Figure 1. Clock wires, drivers and flops (run 1).
Drawn at 2 px/µm.
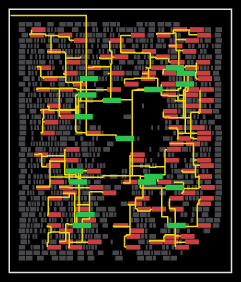
Figure 2. Wiring by layer (run 1).
Drawn at 3 px/µm.
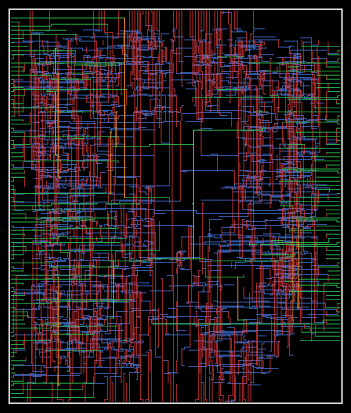
Figure 3. Track usage over the die (run 1).
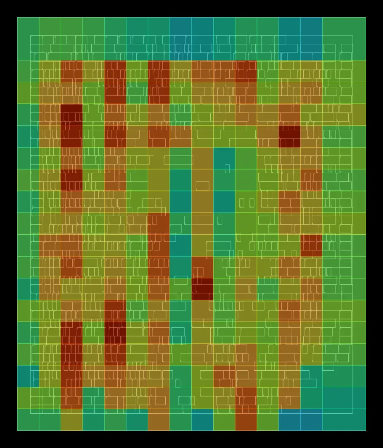
==> config.mk <==
export PLATFORM = sky130hd
export DESIGN_NAME = dmem_arbiter
export DESIGN_NICKNAME = d
export VERILOG_FILES = /design/src/rtl/dmem_arb_pkg.sv /design/src/rtl/rr_arb2.sv /design/src/rtl/dmem_arbiter.sv
export SDC_FILE = /design/constraint.sdc
export NUM_CORES = 1
export LEC_CHECK = 0
export ABC_AREA = 1
export CAP_MARGIN = 20
export CORE_ASPECT_RATIO = 1.2
export CORE_MARGIN = 4
export CORE_UTILIZATION = 40
export CTS_CLUSTER_DIAMETER = 100
export DETAILED_ROUTE_END_ITERATION = 7
export GPL_ROUTABILITY_DRIVEN = 0
export GPL_TIMING_DRIVEN = 0
export MAX_ROUTING_LAYER = met4
export PLACE_DENSITY = 0.88
export SLEW_MARGIN = 10
export SYNTH_ARGS = -nofsm -noshare
export SYNTH_HDL_FRONTEND = slang
export SYNTH_SLANG_ARGS = --single-unit
==> constraint.sdc <==
create_clock -name clk -period 1.99 [get_ports clk]
set_input_delay 0.398 -clock clk [delete_from_list [all_inputs] [get_ports clk]]
set_output_delay 0.398 -clock clk [all_outputs]
set_load 0.02 [all_outputs]
==> Slide: Implementation Results, run 1 <==
Flow Results at a Glance

Timing
  • Slew Limit Fails: 0
  • Slew HR: 0.6637
  • Min Tclk post-route: between 1.5 and 2 ns
  • Hold_ws: a little under 0.4 ns
  • Final worst slack: 0.09444 ns
  • Fmax: approximately 0.53 GHz
  • Setup Viol. Count Final: 0

Setup path
  • WP depth: 5
  • CP Launch Type: input pin
  • Worst reg2reg setup slack: 0.49 ns
  • Kind of critical path: input pin to primary output
  • Top Family by Delay on Critical Path: buffers and inverters
  • Critical-path top delay cell: clkdlybuf4s50_1

Finish
  • Finished Cell Area: 8254 µm²
  • Share of layout cells above drive strength 1: 0.06921
  • Area growth, synth to finish: 64.02%
  • # fillers: 1042

Die
  • Chip width: 110.4 µm
  • Core Rows: 44
  • Die Area: between 10000 and 15000 µm²
  • Die height: approximately 130 µm

Logic synthesis
  • Ys async rst share: 0
  • Yosys top cell by instances: nand2_1
  • Largest area contributor in the netlist: dfxtp_1
  • Yosys synthesis chip area: 5032 µm²
  • Synth Flop Type: dfxtp_1
  • Post-Syn Instances: approximately 730
  • Mapped Area: a little over 5000 µm²

Job
  • Tool warning count: 27

Worst hold path
  • Worst Hold Class: input pin to flop

Routing
  • DRC Markers: 0
  • Iter 0 DRT Violations: 405

GRT
  • Antenna violations before repair: 1
  • Total track usage: 0.2463
  • Wire length of the first global-routing pass: about 26000 µm

Outcome
  • Outcome: completed

Power
  • VDD IR max: ~560 µV
  • Internal power: 5.131 mW
  • Switch Pwr: slightly above 2 mW

Place
  • Area after DPL: 7646 µm²
About Figure 1:
[clock drivers] green | count: 17
[flip-flops] red | count: 116
[clock wires] yellow | length: 1530 µm
flops lie: widely spread
routed clock nets: 18
Fin Clk Skew: 0.007065 ns
clock latency on the worst-skew pair: 0.40 ns
clock network power: 3.03 mW

About Figure 2:
| layer | color | wire length |
|---|---|---|
| metal 2 | red | 8660 µm |
| metal 4 | orange | 375 µm |
| metal 3 | green | 2200 µm |
| metal 1 | blue | 6450 µm |
Vias: 5579
WL final: 17680 µm
detailed-route wire length per cell: 15.26 µm

About Figure 3:
met1 Use GR: 0.2476
M3 GR Usage: 0.1061
Layout Utilization: 0.6754
Top Usage Layer GRT: met2
met2 Resource Use GR: 0.4271

-- run 1: per-stage QoR --
step                      setup TNS [ns]  utilization  power [mW]
after detailed placement          -3.230       0.6256       4.159
after global placement            -3.108       0.6256       4.138
after CTS                              0       0.6750       7.202
after global routing                   0       0.6754       7.439
after floorplan                        0            -       3.382
final                                  0       0.6754       7.148
-- run 1: area by class of cell --
cell class | count | area (µm²) | share of cell area
Tap cell | 161 | 201.4 | 0.02440
Antenna cell | 1 | 2.502 | 0.0003032
Multi-Input combinational cell | 495 | 2166 | 0.2624
Buffer | 54 | 334.1 | 0.04047
Clock buffer | 19 | 442.9 | 0.05366
Sequential cell | 116 | 2325 | 0.2816
Timing Repair Buffer | 242 | 2412 | 0.2923
Inverter | 58 | 222.7 | 0.02698
Clock inverter | 13 | 147.6 | 0.01789
-- run 1: power groups by stage --
stage	Sequential, mW	Combinational (mW)	Clock (mW)
floorplan	2.84	0.544	0
CTS	2.60	1.53	3.08
finish	2.60	1.52	3.03
global placement	2.64	1.50	0
detailed placement	2.64	1.52	0
global route	2.62	1.65	3.17
-- run 1: tightest hold or removal path: stages --
cell,delay (ns)
buf_6,0.13
nand3_1,0.14
nand2_2,0.07
-- run 1: timing repair --
action,in CTS,in global routing
buffers inserted,1,0
setup endpoints to repair,6,6
pin swaps,0,0
gates cloned,0,0
resized,14,6
-- run 1: layout by cell type (no fill, tap or decap), types with 2 or more instances in the layout --
cell type and n:
clkdlybuf4s50_1 236, nand2_1 176, dfxtp_1 114, nor2_1 92, nand3_1 91, a21oi_1 65, o21ai_0 64, inv_1 54
clkbuf_1 30, clkbuf_16 17, buf_6 14, buf_2 9, clkinv_4 5, inv_6 4, nand2_4 3, dlygate4sd2_1 3
inv_2 2, buf_4 2, clkinv_2 2, bufinv_16 2, dfxtp_2 2
-- run 1: cell families after synthesis --
group,synth area share
and+or+nand+nor,0.2996
AOI/OAI and AO/OA,0.1298
DFF,0.4615
buffers and inverters,0.1092
-- run 1: routing by layer --
layer / track usage / up-vias
met2: 0.4271 / 243
li1: - / 2841
met4: 0.08261 / 0
met3: 0.1061 / 28
met1: 0.2476 / 2467
met5: - / -
Figure 4. Metal 4 (run 1).
Drawn at 3 px/µm. Cells faint in the background.
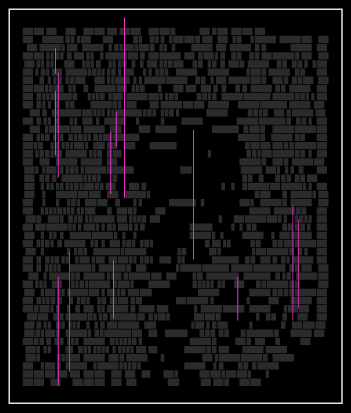

--- run 2 (diff from run 1) ---
--- a/config.mk
+++ b/config.mk
@@ -9,5 +9,4 @@
 export CAP_MARGIN = 20
 export CORE_ASPECT_RATIO = 1.2
-export CORE_MARGIN = 4
 export CORE_UTILIZATION = 40
 export CTS_CLUSTER_DIAMETER = 100
@@ -21,2 +20,3 @@
 export SYNTH_HDL_FRONTEND = slang
 export SYNTH_SLANG_ARGS = --single-unit
+export TNS_END_PERCENT = 5
==> constraint.sdc (replaced) <==
create_clock -name clk -period 1.99 [get_ports clk]
set_input_delay 0.199 -clock clk [delete_from_list [all_inputs] [get_ports clk]]
set_output_delay 0.199 -clock clk [all_outputs]
set_load 0.02 [all_outputs]
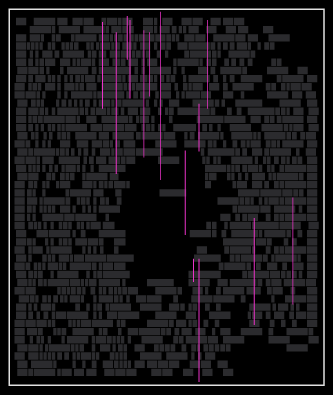
Figure 5: run 2, metal 4.
Drawn at 3 px/µm. Cells faint in the background.
share of all routed wire: 2.6%
main direction: vertical
longest straight run: 55.8 µm
nets with wire on the layer: 12
wire length on this layer: 426 µm
WL final: 16560 µm
Vias: 5669

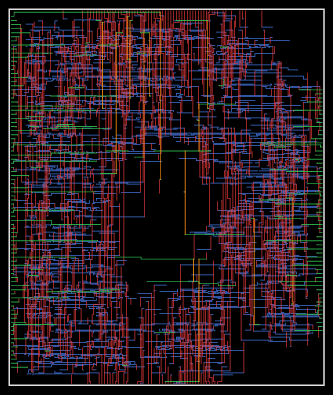
Figure 6: run 2, wiring by layer.
Drawn at 3 px/µm.
| layer | color | wire length |
|---|---|---|
| metal 2 | red | 8450 µm |
| metal 1 | blue | 6500 µm |
| metal 3 | green | 1180 µm |
| metal 4 | orange | 426 µm |
detailed-route wire length per cell: 14.29 µm
total track usage: 0.2631

==> Slide: Implementation Results, run 2 <==
Flow Results at a Glance

Timing
  • Fmax: approximately 0.52 GHz
  • Setup Viol. Count Final: 0
  • Fin Clk Skew: 0.01092 ns
  • Min Tclk post-route: approximately 1.9 ns
  • Slew @ Worst Pin: 0.5301 ns
  • Slew HR: 0.6466
  • Slew Limit Fails: 0

Logic synthesis
  • Yosys top cell by instances: nand2_1
  • Yosys Warn Count: 0
  • Xor/xnor share: 0
  • Post-Syn Instances: between 700 and 800
  • Synth Area per Inst: about 6.9 µm²
  • Post-Synth Adder-Cell Area: 0
  • Yosys synthesis chip area: 5032 µm²
  • Mapped Area: between 5000 and 6000 µm²
  • Mux area share: 0
  • Ys async rst share: 0
  • Compound Share, Synth: 0.1298
  • Top comb family, area: simple AND/OR/NAND/NOR gates
  • Basic Gates by Area: 0.2996
  • Synth Flop Type: dfxtp_1
  • Largest area contributor in the netlist: dfxtp_1

Worst hold path
  • Hold Crit Depth: 3
  • Worst Hold Class: input pin to flop

Setup path
  • CP Launch Type: flop
  • Worst reg2reg setup slack: 0.48 ns
  • WP depth: 5
  • CP Max Fanout: 10
  • Critical-path top delay cell: dfxtp_1
  • Top Family by Delay on Critical Path: buffers and inverters
  • Kind of critical path: flop to primary output

GRT
  • Top Usage Layer GRT: met2
  • Antenna violations before repair: 0
  • Met1 Use GR: 0.2759
  • GRT overflow: 0
  • Wire length of the first global-routing pass: approximately 27000 µm
  • M3 GR Usage: 0.07117
  • Met2 Resource Use GR: 0.4663

Power
  • VDD IR max: 422.7 µV
  • Power density over cell area: approximately 880 nW/µm²

Die
  • Die height: between 100 and 150 µm
  • Chip width: between 100 and 150 µm
  • Core Rows: between 40 and 50
  • Die Area: ~13000 µm²

Job
  • Tool warning count: 26

Finish
  • Fin cells: between 1000 and 1500
  • Dominant logic cell type in the layout: clkdlybuf4s50_1
  • Finished Cell Area: 8270 µm²
  • Layout Utilization: 0.6798
  • Share of layout cells above drive strength 1: 0.06713
  • Area growth, synth to finish: 64.35%
  • Top Layout Cells: clkdlybuf4s50_1, nand2_1, dfxtp_1, nor2_1, nand3_1
  • ANT cells: 0

Routing
  • Iter 0 DRT Violations: 261
  • DRC Markers: 0

Clock tree
  • Clock latency on the worst-skew pair: 0.40 ns
  • CTS tree: done
  • Clk pin slew, worst setup/hold paths: about 0.050 ns
  • # Post-CTS Setup Buffers: 0

Place
  • HPWL after DPL: around 12000 µm
  • Area after DPL: about 7600 µm²

Outcome
  • Outcome: completed
-- run 2: cell counts after synthesis --
No cell type changed its count.
-- run 2: cell type report --
class	instances	area, µm²
Fill cell	1043	3896
Clock buffer	24	501.7
Clock inverter	8	121.4
Tap cell	161	201.4
Timing Repair Buffer	241	2409
Sequential cell	116	2323
Buffer	56	330.3
Multi-Input combinational cell	495	2161
Inverter	58	222.7
-- run 2: metal layers --
layer | up-vias | part of all wire
met1 | 2555 | 0.39
met5 | - | 0
met2 | 241 | 0.51
met3 | 31 | 0.071
met4 | 0 | 0.026
li1 | 2842 | -
-- run 2: where the power goes --
group,total (mW),switching [mW],internal (mW),leakage [nW]
combinational,1.51,0.780,0.729,2.38
sequential,2.60,0.0926,2.51,0.954
clock,3.17,1.03,2.13,0.306
total,7.28,1.91,5.37,3.64
-- run 2: tightest hold or removal path, stage by stage --
cell     delay [ns]
buf_6          0.12
nand3_1        0.12
nand2_2        0.07
-- run 2: stage by stage --
step | TNS [ns] | total power [mW] | hold slack [ns] | setup slack, ns
after floorplan | 0 | 3.382 | 0.3280 | 0.7889
after global placement | -0.2891 | 4.120 | 0.4591 | -0.1923
after detailed placement | -0.2943 | 4.142 | 0.4641 | -0.2099
after CTS | 0 | 7.315 | 0.1757 | 0.02088
after global routing | 0 | 7.580 | 0.1846 | 0.009649
final | 0 | 7.275 | 0.1795 | 0.07701
-- run 2: repair_timing --
item,CTS,global route
cloned,0,0
gates resized,7,3
hold buffers,0,0
endpoints found under the setup margin,5,2
endpoints found under the hold margin,0,0
-- run 2: cell families after synthesis --
family                 count (synthesis)
and+or+nand+nor                      365
buffers and inverters                115
AOI/OAI and AO/OA                    130
DFF                                  116
Power is estimated from default activity; no workload was simulated.
